### Routed metal, one colour a layer

Only two layers are drawn.
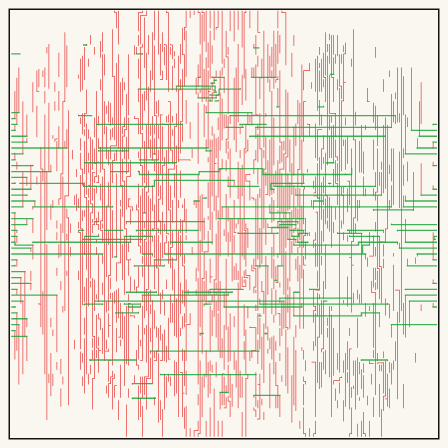
### M4 wires

Supply wires on this layer in grey.
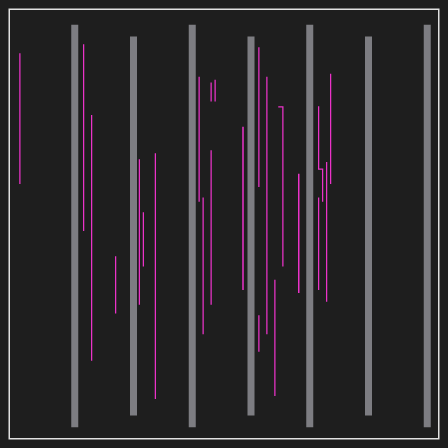
### Clock routing

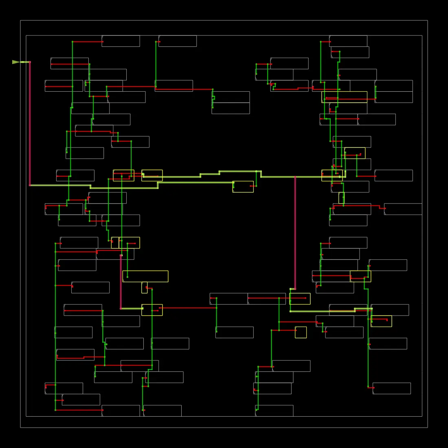
### Metal 1

Supply wires on this layer in grey.
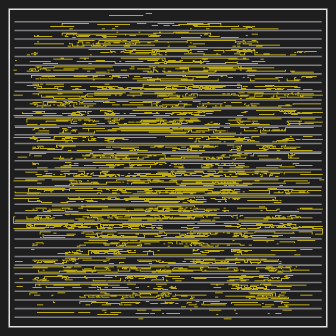
### Layout detail

The bar under the picture is 10 um long. Region (34, 34) to (64, 64) um. Cells in grey, sequential cells in the stronger grey; small squares are vias.
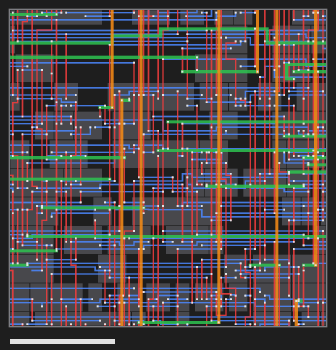
==> config.mk <==
export PLATFORM = sky130hd
export DESIGN_NAME = read_dat_extract
export DESIGN_NICKNAME = d
export VERILOG_FILES = /design/src/rtl/read_dat_extract_pkg.sv /design/src/rtl/read_dat_slice.sv /design/src/rtl/read_dat_extract.sv
export SDC_FILE = /design/constraint.sdc
export NUM_CORES = 1
export LEC_CHECK = 0
export CAP_MARGIN = 10
export CORE_MARGIN = 1
export CORE_UTILIZATION = 53
export CTS_CLUSTER_SIZE = 28
export DETAILED_ROUTE_END_ITERATION = 10
export GPL_TIMING_DRIVEN = 0
export PLACE_DENSITY = 0.84
export RECOVER_POWER = 50
export SYNTH_ARGS = -nofsm -noshare
export SYNTH_HDL_FRONTEND = slang
export SYNTH_HIERARCHICAL = 1
export SYNTH_SLANG_ARGS = --single-unit
==> constraint.sdc <==
create_clock -name clk -period 4.03 [get_ports clk]
set_input_delay 0.6045 -clock clk [delete_from_list [all_inputs] [get_ports clk]]
set_output_delay 0.6045 -clock clk [all_outputs]
set_load 0.02 [all_outputs]
==> notes.md <==
Flow results are below.

- The number of cells on the worst hold path is 2, for reference.
- The per-instance average area after synthesis is 9.140 sq um, for reference.
- The flow ran to the end, but the final reports show violations.
- The top metal layer carrying routed signals is met4, for reference.
- Setup repair after global routing left no endpoint under its margin.
- The layer flagged by global routing as most heavily used is met2.
- The largest net degree at the start of global routing is 77, for reference.
- Per the post-synthesis report, the number of cells in the design is 544.
- The length of the first detailed-routing pass in iterations is 5, for reference.
- The power density over cell area is 901.8 nW/um^2, for reference.
- Looking at the critical path, the highest net fanout was 10.
- The post-route clock skew is 0.01152 ns, for reference.
- TritonCTS built the clock tree.
- The standard cell core area is 8891 sq um, for reference.
- Counting cells, the worst reg-to-reg path comes to 8.
- The top flip-flop cell by instance count after synthesis is sky130_fd_sc_hd__dfrtp_1, for reference.
- In this run the remaining antenna-violating nets after routing total 0.
- The via count of the first global-routing pass came to 4,858.
- According to the floorplan report, the die width is 98.86 um.
- The number of buffers created by CTS is 9, for reference.
- The met2 layer wire length in the routed design is 7157 um, for reference.
- The detailed placer reported the number of placed instances as 765.
- Of the cells placed in the final design, the portion with a size suffix greater than 1 is 0.1129.
- Ranking logic cells in the layout by count gives the top entries sky130_fd_sc_hd__nand2_1 (211), sky130_fd_sc_hd__clkdlybuf4s50_1 (110), sky130_fd_sc_hd__dfrtp_1 (76).
- The critical setup path kind is reg -> out, for reference.
- The dominant cell type by area after synthesis is sky130_fd_sc_hd__dfrtp_1, for reference.
- The checks that failed: capacitance limit, slew limit.
- The area recorded from the Yosys report for this design is 4972 sq um.
- The portion of synthesized area spent on multiplexers is 0.2177.
- The number of violations of the max-capacitance limit is 1, for reference.
- For this design the top-level I/O count stands at 115.
- The worst hold path class is reg -> reg, for reference.
- The starting density of the core is 0.5592, for reference.
- STA classifies the critical path endpoint as an output pin.
- Before CTS, the worst setup slack after placement is 0.6665 ns.
- By instance count, the cell type seen most on the critical path is sky130_fd_sc_hd__clkbuf_1.
- The final period demand of the worst path is 3.857 ns, for reference.
- The first-pass GRT wire length is 24,790 um, for reference.
- Clock-pin slew was measured on the worst setup and hold paths at 0.08 ns.
- Of the combinational cells, the family taking the most area is multiplexers.
- Setup slack on the critical path of the routed design comes to 0.1727 ns.
- The longest incremental delay of any stage on the critical path is reported as 0.57 ns.
- The post-cts repair resize count is 0, for reference.
- In the synthesized netlist the async set-or-reset flop fraction comes to 1.000.
- The master cell of the clock root buffer is sky130_fd_sc_hd__clkbuf_8, for reference.
- The register with the most flip-flops in the layout has 64 of them.
- The non-filler instance count after layout is 781, for reference.
- The synthesis-to-layout area growth is 29.34%, for reference.
- The final report gives the core utilization as 0.7233.
- Looking at the clock tree report, the H-tree level count equals 3.
- Pins over their slew limit in the final report were tallied at 77.
- The relative slew slack is -0.8702, for reference.
- The placement summary gives the final routability congestion estimate as 0.9809.
- Post-route period utilization is reported as 0.9571.
- The number of flops mapped to enable cells by yosys is 0, for reference.
- In the routed design, unresolved DRC markers number 0.
- The initial antenna violation count is 0, for reference.
- The simple-gate area share of the yosys netlist is 0.1998, for reference.
- The violation tally recorded at the end of detailed-routing iteration 0 is 442.
- Per the OpenROAD power report, leakage power amounts to 2.933 nW.
- In this build the clock could be raised as far as 0.2592 GHz.
- The synthesized flop and latch total is 76, for reference.
- The design area is 6431 sq um, for reference.
- The cell sequence reported for the critical path is clkbuf_1, and2b_1, o221ai_1, nand2_1, clkbuf_1, o22ai_1, clkdlybuf4s50_1.
- The share of the Yosys chip area taken by registers is 0.3825.
- The design draws 5.799 mW.
- The chip footprint is 9773 sq um, for reference.
- The worst setup path is launched from a register.
- After synthesis, the cell types taking the most area are sky130_fd_sc_hd__dfrtp_1 (38%), sky130_fd_sc_hd__nand2_1 (16%), sky130_fd_sc_hd__mux2i_1 (11%).
- STA puts the critical path data arrival time at 3.25 ns.
- When the netlist entered floorplanning its net count stood at 627.
- The post-CTS hold buffer count recorded in the log is 0.
- The count of yosys warnings during synthesis is 6, for reference.
- Routing resource usage on met3 recorded by global route was 0.06596.
- Detailed placement ended at an HPWL of 11,320 um.
- The warning total across the stage logs is 28, for reference.
- The post-synthesis compound-gate area fraction is 0.1303, for reference.
- In the final report, the number of hold violations comes to 0.
- The row count is 34, for reference.
- The required time of the critical path is 3.43 ns, for reference.
- The met2 track demand over resource in global routing is 0.5121, for reference.
- The slew of the pin with the lowest slew margin is 2.805 ns, for reference.
- After synthesis, the most frequently instantiated cells are sky130_fd_sc_hd__nand2_1 (211), sky130_fd_sc_hd__dfrtp_1 (76), sky130_fd_sc_hd__mux2i_1 (53).
- Detailed routing placed a total of 1306 um of wire on met3.
- The number of port buffers is 113, for reference.
Notes on 'Routed metal, one colour a layer' above:
Key: M2 = red [wire length 7,160 um]; M3 = green [wire length 1,310 um]
average wire per cell in the routed design: 20.06 um
Total GRT Usage: 0.3320

Notes on 'M4 wires' above:
The layer holds 4.3% of the routed length. The layer carries 677 um of wire. The longest straight run is 59.2 um. 20 nets have wire on it.
routed via count: 4,767
final wirelength: 15,670 um

Notes on 'Clock routing' above:
flip-flop and latch count: 76
number of clock buffers in the layout: 12
Clock Power: 0.653 mW

Notes on 'Metal 1' above:
The longest straight run is 47.8 um. The layer carries 6,530 um of wire. The wires run mostly horizontal.
met1 usage: 0.4454

Notes on 'Layout detail' above:
Key: M2 = red; M3 = green; M4 = orange; M1 = blue
Sequential cells in the window: 0. Most frequent: mux2i_1 (16), mux4_2 (8). 64 logic cells have their middle in the window.

==> worst max-delay path: cells and delay by family, from the launching register on <==
kind | cells | cell delay, ns
flops | 1 | 0.48
buf+inv | 3 | 1.30
compound gates | 2 | 0.41
simple gates | 2 | 0.71
==> area by class of cell <==
cell class / instances / area [sq um]
Inverter: 8 / 30.03
Fill cell: 684 / 2460
Multi-Input combinational cell: 419 / 2758
Timing Repair Buffer: 113 / 1131
Sequential cell: 76 / 1902
Tap cell: 108 / 135.1
Buffer: 41 / 257.7
Clock inverter: 4 / 72.57
Clock buffer: 12 / 145.1
==> power breakdown <==
part	internal, mW	leakage (nW)	switching, mW
sequential	1.11	0.943	0.478
clock	0.366	0.107	0.288
combinational	1.71	1.88	1.85
No activity file was given, so power comes from the tool's default toggle rates.
